File: config.mk
export PLATFORM = sky130hd
export DESIGN_NAME = correlation_reader
export DESIGN_NICKNAME = d
export VERILOG_FILES = /design/src/rtl/correlation_reader.sv
export SDC_FILE = /design/constraint.sdc
export NUM_CORES = 1
export LEC_CHECK = 0
export CAP_MARGIN = 20
export CORE_MARGIN = 3
export CORE_UTILIZATION = 46
export DETAILED_ROUTE_END_ITERATION = 7
export HOLD_SLACK_MARGIN = 0.05
export PLACE_DENSITY = 0.77
export SLEW_MARGIN = 20
export SYNTH_ARGS = -nofsm -noshare
export SYNTH_HDL_FRONTEND = slang
export SYNTH_SLANG_ARGS = --single-unit
File: constraint.sdc
create_clock -name clk -period 22.2 [get_ports clk]
set_input_delay 4.44 -clock clk [delete_from_list [all_inputs] [get_ports clk]]
set_output_delay 4.44 -clock clk [all_outputs]
set_load 0.03 [all_outputs]
File: src/rtl/correlation_reader.sv
// correlation_reader
// Captures the packed correlator accumulators into a private shadow copy and
// streams them to the host link as a framed byte sequence over valid/ready.
// Frame: SYNC_BYTE, then lanes from highest index to lowest, each lane sent
// MSB byte first with zero padding above RESOLUTION bits.
// Optional feature: define CORRELATION_READER_CHECKSUM_EN to append a
// trailing XOR checksum byte covering all data bytes (sync byte excluded).
module correlation_reader #(
   parameter int NUM_LANES = 16,
   parameter int RESOLUTION = 24,
   parameter logic [7:0] SYNC_BYTE = 8'hA5
) (
   input  logic                            clk,
   input  logic                            reset,
   input  logic [NUM_LANES*RESOLUTION-1:0] pulses,
   input  logic                            start,
   output logic                            acc_clear,
   output logic                            busy,
   output logic                            done,
   output logic [7:0]                      tx_data,
   output logic                            tx_valid,
   input  logic                            tx_ready
);

   localparam int BPL = (RESOLUTION + 7) / 8;
   localparam int LANE_BITS = BPL * 8;
   localparam int LANE_W = (NUM_LANES > 1) ? $clog2(NUM_LANES) : 1;
   localparam int BYTE_W = (BPL > 1) ? $clog2(BPL) : 1;
   localparam logic [LANE_W-1:0] LAST_LANE = LANE_W'(NUM_LANES - 1);
   localparam logic [BYTE_W-1:0] LAST_BYTE = BYTE_W'(BPL - 1);

`ifdef CORRELATION_READER_CHECKSUM_EN
   typedef enum logic [1:0] {IDLE, SYNC, DATA, CSUM} state_t;
`else
   typedef enum logic [1:0] {IDLE, SYNC, DATA} state_t;
`endif

   state_t state;
   logic [LANE_BITS-1:0] shadow [NUM_LANES];
   logic [LANE_W-1:0] lane_idx;
   logic [BYTE_W-1:0] byte_idx;
   logic [LANE_W-1:0] next_lane;
   logic [BYTE_W-1:0] next_byte;
   logic last_data;
   logic capture;
`ifdef CORRELATION_READER_CHECKSUM_EN
   logic [7:0] csum;
`endif

   // Pick byte b of a zero-padded lane word; b=0 is the least significant byte.
   function automatic logic [7:0] lane_byte(input logic [LANE_BITS-1:0] w,
                                            input logic [BYTE_W-1:0] b);
      return 8'(w >> {b, 3'b000});
   endfunction

   assign capture = (state == IDLE) && start;

   // Snapshot the accumulators; the shadow is deliberately never cleared so
   // the readout is isolated from whatever the correlator does next.
   always_ff @(posedge clk) begin
      if (!reset && capture) begin
         for (int k = 0; k < NUM_LANES; k++) begin
            shadow[k] <= LANE_BITS'(pulses[k*RESOLUTION +: RESOLUTION]);
         end
      end
   end

   // Walk bytes MSB-first within a lane, then step down to the next lane.
   always_comb begin
      next_lane = lane_idx;
      next_byte = byte_idx - 1'b1;
      if (byte_idx == '0) begin
         next_byte = LAST_BYTE;
         next_lane = lane_idx - 1'b1;
      end
      last_data = (lane_idx == '0) && (byte_idx == '0);
   end

   // Frame sequencer; every output is registered and the byte for the next
   // position is loaded on each handshake so tx_data holds during stalls.
   always_ff @(posedge clk) begin
      if (reset) begin
         state     <= IDLE;
         tx_valid  <= 1'b0;
         tx_data   <= 8'h00;
         acc_clear <= 1'b0;
         busy      <= 1'b0;
         done      <= 1'b0;
         lane_idx  <= '0;
         byte_idx  <= '0;
`ifdef CORRELATION_READER_CHECKSUM_EN
         csum      <= 8'h00;
`endif
      end else begin
         acc_clear <= 1'b0;
         done      <= 1'b0;
         case (state)
            IDLE: begin
               if (start) begin
                  state     <= SYNC;
                  acc_clear <= 1'b1;
                  busy      <= 1'b1;
                  tx_valid  <= 1'b1;
                  tx_data   <= SYNC_BYTE;
               end
            end
            SYNC: begin
               if (tx_ready) begin
                  state    <= DATA;
                  lane_idx <= LAST_LANE;
                  byte_idx <= LAST_BYTE;
                  tx_data  <= lane_byte(shadow[LAST_LANE], LAST_BYTE);
`ifdef CORRELATION_READER_CHECKSUM_EN
                  csum     <= 8'h00;
`endif
               end
            end
            DATA: begin
               if (tx_ready) begin
`ifdef CORRELATION_READER_CHECKSUM_EN
                  csum <= csum ^ tx_data;
`endif
                  if (last_data) begin
`ifdef CORRELATION_READER_CHECKSUM_EN
                     state   <= CSUM;
                     tx_data <= csum ^ tx_data;
`else
                     state    <= IDLE;
                     tx_valid <= 1'b0;
                     busy     <= 1'b0;
                     done     <= 1'b1;
`endif
                  end else begin
                     lane_idx <= next_lane;
                     byte_idx <= next_byte;
                     tx_data  <= lane_byte(shadow[next_lane], next_byte);
                  end
               end
            end
`ifdef CORRELATION_READER_CHECKSUM_EN
            CSUM: begin
               if (tx_ready) begin
                  state    <= IDLE;
                  tx_valid <= 1'b0;
                  busy     <= 1'b0;
                  done     <= 1'b1;
               end
            end
`endif
            default: begin
               state    <= IDLE;
               tx_valid <= 1'b0;
               busy     <= 1'b0;
            end
         endcase
      end
   end

endmodule

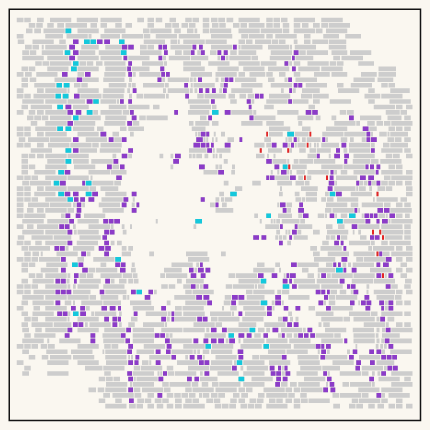
Fig. 1. Selected gate families.
Scale: 2 px per µm.
inverting AOI/OAI gates -> purple  # cells 401, most used a22oi_1, where all over the die
AND-OR and OR-AND gates -> cyan  # cells 49, most used a22o_1
inverters -> red  # cells 14, most used inv_1, where middle right

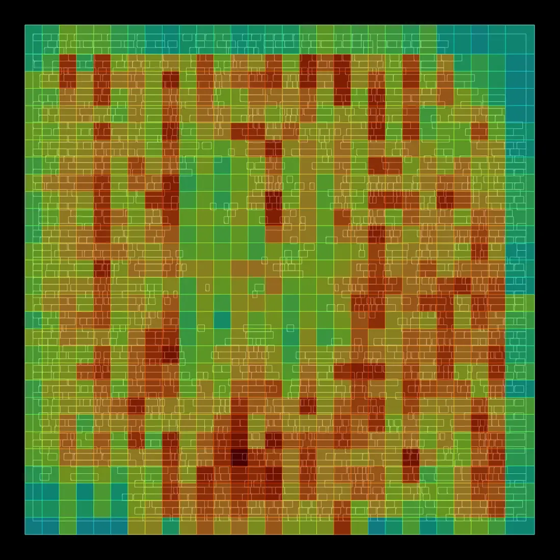
Fig. 2. Routing congestion.
GR Util met2: 0.464
all-layer global routing usage: 0.277
final core utilization: 0.618
GR Layer Usage met3: 0.0501

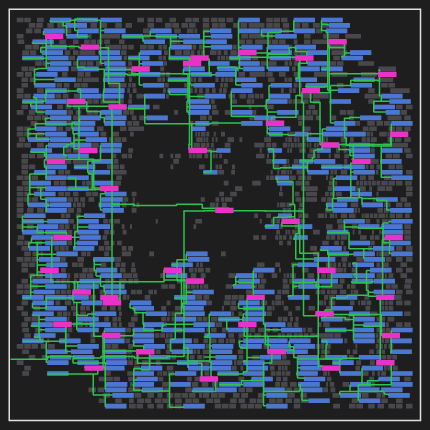
Fig. 3. Clock wires, drivers and flops.
Scale: 2 px per µm.
clock wires -> green  # length 4860 µm
flip-flops -> blue  # count 403
cells driving clock nets -> magenta  # count 44
flops lie = all over the die
routed clock nets = 45

==> ci_impl_report.md <==
### Flow metrics

| Metric | Value |
|---|---|
| Average footprint of a synthesized cell | `14.1 µm²` |
| Outcome | `complete, no violations` |
| Slew of the pin with the lowest slew margin | `1.12 ns` |
| Drt drc | `0` |
| Number of setup buffers added after CTS | `0` |
| CP Capture Type | `flop` |
| Core region area | `38800 µm²` |
| Number of distinct library cells after synthesis | `68` |
| Clk tree area frac | `0.0605` |
| Non-clock inverter count in the final layout | `14` |
| PostCTS Resize Cnt | `0` |
| Worst max-slew margin expressed relative to the limit | `0.248` |
| Routed wire length | `60100 µm` |
| Clock tree from TritonCTS | `done` |
| Total Negative Setup Slacks | `0 ns` |
| Final setup margin | `15.10 ns` |
| Number of global-route vias before repair | `14081` |
| Startpoint of the most critical hold path | `tx_data[7]` |
| Max-area cell share | `0.634` |
| Register Area | `11900 µm²` |
| Number of detailed-routing iterations run before antenna repair | `6` |
| Portion of the post-synthesis area used by sequential elements | `0.655` |
[power by group]
group	total, mW	switching [mW]	internal, mW	leakage, nW
registers	1.02	0.0590	0.960	3.71
logic	1.40	0.885	0.512	3.49
clock network	0.727	0.299	0.428	0.703
[metal layers]
metal | routed length (µm) | part of all wire | global-route usage | vias up
met5 | 16 | 0.00027 | 0 | -
met4 | 1920 | 0.032 | 0.0991 | 2
met3 | 5230 | 0.087 | 0.0501 | 121
met2 | 29500 | 0.49 | 0.464 | 850
met1 | 23400 | 0.39 | 0.364 | 6992
li1 | - | - | - | 6143
[sequential cells by signal, indices dropped and copies added (netlist names)]
name       count
done           1
state          2
byte_idx       2
shadow       384
acc_clear      1
lane_idx       4
tx_valid       1
tx_data        8
Power is estimated from default activity; no workload was simulated.
